$ cat src/rtl/fifo_uart_tx_drain.sv
// Pops bytes from a 64x8 synchronous FIFO and serializes each one as a UART frame.
// Latency: fetch on the edge after an idle cycle sees enable & !fifo_empty; start bit 2 cycles later.
// Backpressure: only pops when enable=1 and fifo_empty=0 in IDLE; a frame in flight always completes.
//
// Ports:
//   clk, rst          - system clock, asynchronous active-high reset
//   enable            - permits new fetches (sampled in IDLE only)
//   fifo_empty        - FIFO empty flag
//   fifo_data[7:0]    - FIFO read data, valid the cycle after fifo_rd_en
//   fifo_rd_en        - one-cycle pop strobe (FETCH state only)
//   tx                - serial line, idles high
//   busy              - high in every state except IDLE
//   byte_done         - one-cycle pulse in the last clock of the final stop bit
//   frame_cnt[15:0]   - completed frame count, wraps
//
// Frame: start(0), d0..d7, [parity], 1 or 2 stop bits(1); each bit lasts CLK_DIV clocks.
// All outputs are registered: every output's next value is computed alongside the next state,
// so tx switches on the same edge that enters the state driving it.

module fifo_uart_tx_drain #(
  parameter int unsigned CLK_DIV    = 16,
  parameter int unsigned PARITY_EN  = 0,
  parameter int unsigned PARITY_ODD = 0,
  parameter int unsigned STOP_BITS  = 1
) (
  input  logic        clk,
  input  logic        rst,
  input  logic        enable,
  input  logic        fifo_empty,
  input  logic [7:0]  fifo_data,
  output logic        fifo_rd_en,
  output logic        tx,
  output logic        busy,
  output logic        byte_done,
  output logic [15:0] frame_cnt
);

  typedef enum logic [2:0] {
    IDLE   = 3'd0,
    FETCH  = 3'd1,
    LOAD   = 3'd2,
    START  = 3'd3,
    DATA   = 3'd4,
    PARITY = 3'd5,
    STOP   = 3'd6
  } state_t;

  localparam logic [15:0] BAUD_LAST = 16'(CLK_DIV - 1);
  // byte_done is registered, so it is requested one clock before the final stop clock.
  localparam logic [15:0] BAUD_PRE  = 16'(CLK_DIV - 2);
  localparam logic [2:0]  STOP_LAST = 3'(STOP_BITS - 1);
  localparam logic        PAR_INV   = (PARITY_ODD != 0);
  localparam logic        HAS_PAR   = (PARITY_EN != 0);

  state_t      state, state_n;
  logic [15:0] baud, baud_n;
  logic [2:0]  bit_idx, bit_idx_n;   // data bit index in DATA, stop bit index in STOP
  logic [7:0]  shreg, shreg_n;
  logic        par_bit, par_bit_n;
  logic        tx_n;
  logic        rd_en_n;
  logic        busy_n;
  logic        byte_done_n;
  logic [15:0] frame_cnt_n;

  logic baud_end;
  assign baud_end = (baud == BAUD_LAST);

  always_ff @(posedge clk or posedge rst) begin
    if (rst) begin
      state      <= IDLE;
      baud       <= '0;
      bit_idx    <= '0;
      shreg      <= '0;
      par_bit    <= 1'b0;
      tx         <= 1'b1;
      fifo_rd_en <= 1'b0;
      busy       <= 1'b0;
      byte_done  <= 1'b0;
      frame_cnt  <= '0;
    end else begin
      state      <= state_n;
      baud       <= baud_n;
      bit_idx    <= bit_idx_n;
      shreg      <= shreg_n;
      par_bit    <= par_bit_n;
      tx         <= tx_n;
      fifo_rd_en <= rd_en_n;
      busy       <= busy_n;
      byte_done  <= byte_done_n;
      frame_cnt  <= frame_cnt_n;
    end
  end

  always_comb begin
    state_n     = state;
    baud_n      = baud;
    bit_idx_n   = bit_idx;
    shreg_n     = shreg;
    par_bit_n   = par_bit;
    tx_n        = tx;
    rd_en_n     = 1'b0;
    byte_done_n = 1'b0;
    frame_cnt_n = frame_cnt;

    unique case (state)
      IDLE: begin
        tx_n = 1'b1;
        if (enable && !fifo_empty) begin
          state_n = FETCH;
          rd_en_n = 1'b1;
        end
      end

      // Pop strobe is high during this cycle; the RAM answers in LOAD.
      FETCH: begin
        state_n = LOAD;
      end

      // fifo_data is valid now; capture it and precompute parity so later
      // shifting does not disturb it.
      LOAD: begin
        shreg_n   = fifo_data;
        par_bit_n = (^fifo_data) ^ PAR_INV;
        state_n   = START;
        tx_n      = 1'b0;
        baud_n    = '0;
      end

      START: begin
        if (baud_end) begin
          state_n   = DATA;
          tx_n      = shreg[0];
          baud_n    = '0;
          bit_idx_n = '0;
        end else begin
          baud_n = baud + 16'd1;
        end
      end

      // shreg[0] is the bit on the line; shifting right exposes the next one.
      DATA: begin
        if (baud_end) begin
          baud_n = '0;
          if (bit_idx == 3'd7) begin
            bit_idx_n = '0;
            if (HAS_PAR) begin
              state_n = PARITY;
              tx_n    = par_bit;
            end else begin
              state_n = STOP;
              tx_n    = 1'b1;
            end
          end else begin
            bit_idx_n = bit_idx + 3'd1;
            shreg_n   = {1'b0, shreg[7:1]};
            tx_n      = shreg[1];
          end
        end else begin
          baud_n = baud + 16'd1;
        end
      end

      PARITY: begin
        if (baud_end) begin
          state_n   = STOP;
          tx_n      = 1'b1;
          baud_n    = '0;
          bit_idx_n = '0;
        end else begin
          baud_n = baud + 16'd1;
        end
      end

      STOP: begin
        tx_n        = 1'b1;
        byte_done_n = (bit_idx == STOP_LAST) && (baud == BAUD_PRE);
        if (baud_end) begin
          baud_n = '0;
          if (bit_idx == STOP_LAST) begin
            state_n     = IDLE;
            bit_idx_n   = '0;
            frame_cnt_n = frame_cnt + 16'd1;
          end else begin
            bit_idx_n = bit_idx + 3'd1;
          end
        end else begin
          baud_n = baud + 16'd1;
        end
      end

      default: begin
        state_n = IDLE;
        tx_n    = 1'b1;
      end
    endcase

    busy_n = (state_n != IDLE);
  end

endmodule

$ cat config.mk
export PLATFORM = sky130hd
export DESIGN_NAME = fifo_uart_tx_drain
export DESIGN_NICKNAME = d
export VERILOG_FILES = /design/src/rtl/fifo_uart_tx_drain.sv
export SDC_FILE = /design/constraint.sdc
export NUM_CORES = 1
export LEC_CHECK = 0
export ABC_CLOCK_PERIOD_IN_PS = 2300
export CORE_UTILIZATION = 55
export DETAILED_ROUTE_END_ITERATION = 8
export DONT_BUFFER_PORTS = 1
export PLACE_DENSITY = 0.7
export SLEW_MARGIN = 20
export SYNTH_ARGS = -nofsm -noshare
export SYNTH_HDL_FRONTEND = slang
export SYNTH_SLANG_ARGS = --single-unit
$ cat constraint.sdc
create_clock -name clk -period 2.3 [get_ports clk]
set_input_delay 0.69 -clock clk [delete_from_list [all_inputs] [get_ports clk]]
set_output_delay 0.69 -clock clk [all_outputs]
set_load 0.01 [all_outputs]
==> results.ini, run 1 <==
[cts]
cts_tree = yes
ctsRootBufferMaster = clkbuf_8
post_cts_buffers = 0
htree_levels = 2
path_clk_slew_ns = 0.10
post_cts_resized = 0

[detailed_routing]
wire_per_inst_microns = 14.96
drc = 0
viasPerCell = 5.829
met3WireLength_microns = 215
num_vias = 2011

[worst_setup_path]
endpoint_kind = flop
crit_slowest_cell = dfrtp_1
ff2ff_setup_slack_ns = 0.19
crit_arrival_ns = 2.30
worstReg2RegStart = baud[0]
crit_buf_inv = 1
reg2regPathDepth = 7
crit_chain = ha_1, and3_1, nand4_2, or3_4, a21oi_4, buf_12, mux2_4
cp_num_cells = 7
cp.required_ns = 2.49

[logic_synthesis]
ys_cells = 266
common_cells = dfrtp_1, o21ai_0, nand2_1
ys.flops = 50
netlist.area_leader.share = 0.4416
yosysTopAreaCell = dfrtp_1
yosys_most_used_dff = dfrtp_1
synthArstFlopShare = 1.000
mappedNetlistNets = 284
most_common_cell = dfrtp_1
topCellsByArea = dfrtp_1, mux2_4, o21ai_0
syn_area_per_cell_sq_um = 10.44
yosysSeqAreaShare = 0.4511
yosys_warnings = 0

[outcome]
status = finished clean

[pwr]
switching_share = 0.2188
clock_power_share = 0.370
top_power_group = sequential cells
p_int_mw = 1.148
pg_clk_mw = 0.544
p_total_mw = 1.470

[global_route]
grt_use_met1 = 0.2971
grt.met2_usage = 0.3169
grt_util_all_layers = 0.2095
gr-usage-met3 = 0.04972

[finish]
nFillCells = 422
mostFrequentLayoutCells = dfrtp_1, o21ai_0, nand2_1
lay_top_count = dfrtp_1
syn_to_final_growth_pct = 9.103
dominant_cells = logic gates
fin_util = 0.6329
n_all_inverters = 9
seq_cells = 50
fin_area_sq_um = 3029
drive_gt1_frac = 0.1763

[final_timing]
rsz0062_at_grt = false
tns_ns = 0
worst_pin_slew_ns = 0.6318
max_freq_mhz = 473.2
final-hold-violation-count = 0
drv_slew = 0
setup_viol = 0

[job]
warning_count = 28

[die]
coreArea_sq_um = 4786

[placement]
gp_congestion = 0.7858

run 1: cells by family (layout without fill, tap and decap cells):
logic type | after synthesis | in the layout | synth area share
muxes | 18 | 18 | 0.08337
AOI/OAI and AO/OA | 57 | 57 | 0.1361
and+or+nand+nor | 99 | 99 | 0.2190
buffers and inverters | 19 | 31 | 0.02929
adders and majority gates | 7 | 7 | 0.03064
DFF | 50 | 50 | 0.4511
xor gates and xnor gates | 16 | 16 | 0.05047
run 1: sequential cells by signal (all words and copies together) (netlist names):
name / cells
busy: 1
tx: 1
shreg: 8
fifo_rd_en: 1
state: 3
bit_idx: 3
baud: 16
frame_cnt: 16
byte_done: 1
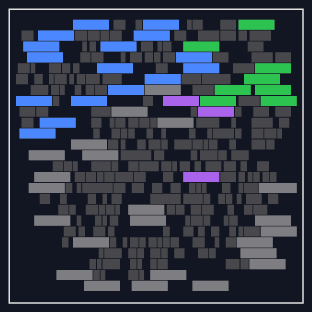
*Where the registers sit, run 1*
Scale: 4 px per micron. Other sequential cells in the stronger gray, the rest of the logic in the fainter gray.
legend:
  bit_idx:
    color: purple
    sequential_cells: 3
  frame_cnt:
    color: blue
    sequential_cells: 16
  shreg:
    color: green
    sequential_cells: 8
    where: top right
not colored: 23

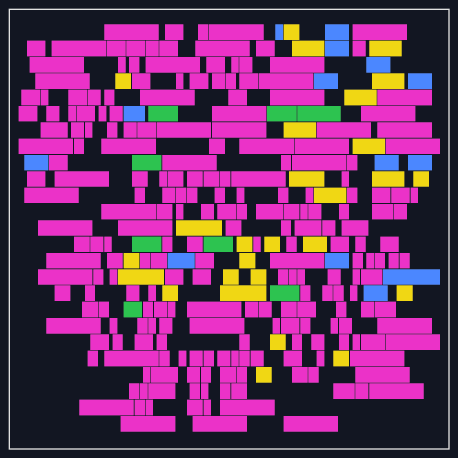
*Sizing map, run 1*
Scale: 6 px per micron.
legend:
  drive 1 or less:
    color: magenta
    cells: 229
    share: 82%
  drive 6 and up:
    color: green
    cells: 8
    share: 2.9%
  drive 2:
    color: blue
    cells: 14
    share: 5.0%
  drive 3 to 4:
    color: yellow
    cells: 27
    share: 9.7%

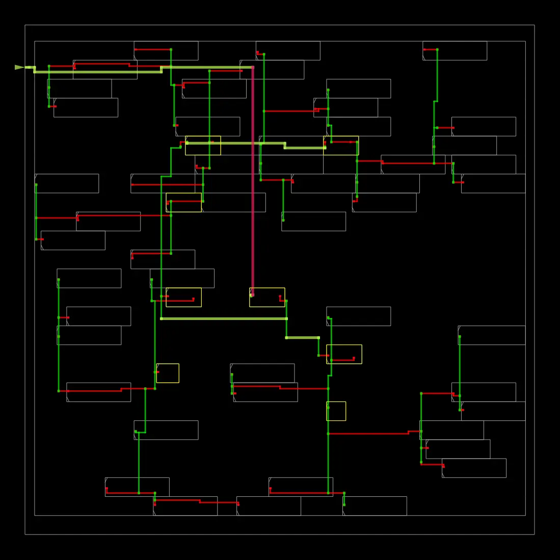
*Clock nets, run 1*
clock sink total: 50
worst-skew pair later-pin latency: 0.30 ns
clock buffer count: 6
TritonCTS Buffers: 5

==> run 1 -> run 2 <==
- ABC_CLOCK_PERIOD_IN_PS: 2300 -> 2380
- clock period: 2.3 -> 2.38 ns (I/O delays scaled with it)
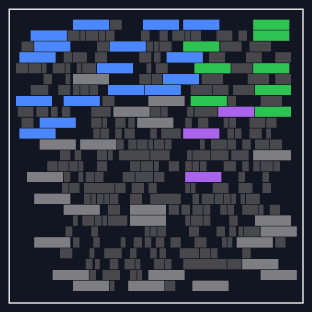
*Where the registers sit, run 2*
Scale: 4 px per micron. Other sequential cells in the stronger gray, the rest of the logic in the fainter gray.
legend:
  frame_cnt:
    color: blue
    sequential_cells: 16
  bit_idx:
    color: purple
    sequential_cells: 3
  shreg:
    color: green
    sequential_cells: 8
    where: top right
not colored: 23

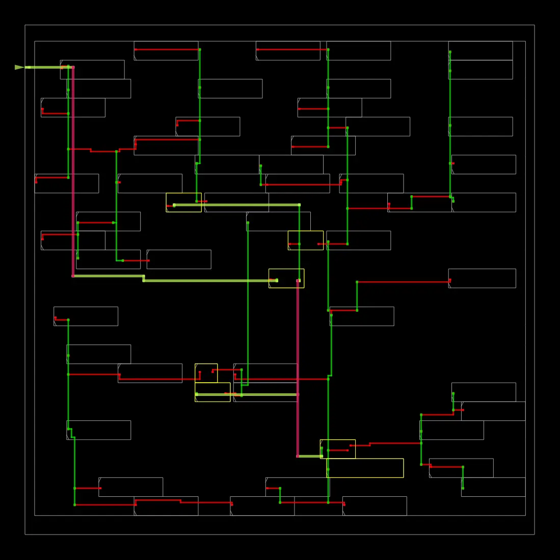
*Clock nets, run 2*
clock skew: 0.006701 ns
sequential cell count: 50
Clk power: 0.592 mW
clock buffer count: 5

==> results.ini, run 2 <==
[die]
coreArea_sq_um = 4786  ; unchanged

[cts]
path_clk_slew_ns = 0.09  ; about the same
clock_sinks = 50  ; unchanged
htree_levels = 2  ; unchanged
post_cts_buffers = 0  ; unchanged
cts_buffers = 5  ; unchanged

[final_timing]
final-hold-violation-count = 0  ; unchanged
rsz0062_at_grt = false
max_freq_mhz = 454.8  ; -3.9%
drv_slew = 0  ; unchanged

[logic_synthesis]
ys_cells = 266  ; unchanged
yosysTopAreaCell = dfrtp_1
common_cells = dfrtp_1, o21ai_0, nand2_1
muxShareOfSynthArea = 0.08337  ; unchanged
synth_adder_area_share = 0.03064  ; unchanged
synthArstFlopShare = 1.000  ; unchanged
netlist.area_leader.share = 0.4416  ; unchanged
yosys_warnings = 0  ; unchanged
topCellsByArea = dfrtp_1, mux2_4, o21ai_0
syn_area_per_cell_sq_um = 10.44  ; unchanged
logic_family = simple AND/OR/NAND/NOR gates
ys.flops = 50  ; unchanged

[finish]
fin_util = 0.6285  ; -0.004444
top_regs = baud (16), frame_cnt (16), shreg (8)
n_all_inverters = 9  ; unchanged
dominant_cells = logic gates
lay_top_count = dfrtp_1

[detailed_routing]
num_vias = 2035  ; +1.2%
wire_per_inst_microns = 15.79  ; +5.5%

[worst_setup_path]
endpoint_kind = flop
reg2regPathDepth = 6  ; -1
cp.required_ns = 2.57  ; +0.08 ns
crit_chain = ha_1, and3_1, nand4_2, or3_4, a21oi_4, mux2_4
cp_num_cells = 6  ; -1
crit_buf_inv = 0  ; -1
ff2ff_setup_slack_ns = 0.18  ; about the same

[outcome]
status = finished clean

[placement]
gp_congestion = 0.7862  ; about the same

[pwr]
clock_power_share = 0.398  ; +0.028
p_total_mw = 1.486  ; +1.1%
top_power_group = sequential cells
switching_share = 0.2064  ; -0.01239

[job]
warning_count = 28  ; unchanged

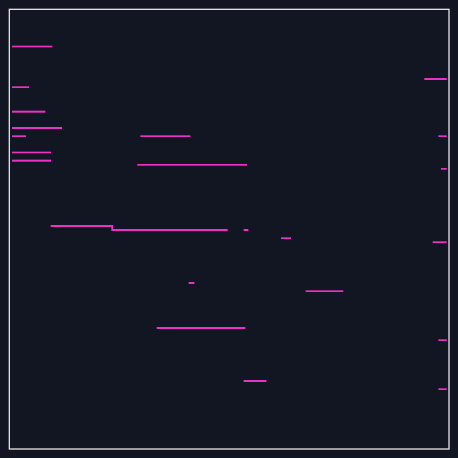
*M3 wires, run 2*
Scale: 6 px per micron.
longest straight run: 19.1 microns
nets with wire on the layer: 17

[run 2: metal layers]
| layer | GRT usage | vias up | routed length [microns] |
|---|---|---|---|
| li1 | - | 998 | - |
| met1 | 0.3012 | 1006 | 2582 |
| met2 | 0.3498 | 24 | 2594 |
| met3 | 0.05249 | 7 | 128 |
| met4 | 0.07407 | 0 | 79 |
| met5 | 0 | - | 0 |
[run 2: kinds of logic after synthesis]
kind of cell / after synthesis
adders and majority gates: 7
AOI/OAI and AO/OA: 57
buffers and inverters: 19
and+or+nand+nor: 99
muxes: 18
xor gates and xnor gates: 16
DFF: 50
[run 2: worst register-to-register path: stages (launching register included)]
cell and delay [ns]:
dfrtp_1 0.42, ha_1 0.22, and3_1 0.22, nand4_2 0.13, or3_4 0.41, a21oi_4 0.36, mux2_4 0.34
Power figures rest on the tool's default switching activity, not on a simulated workload.
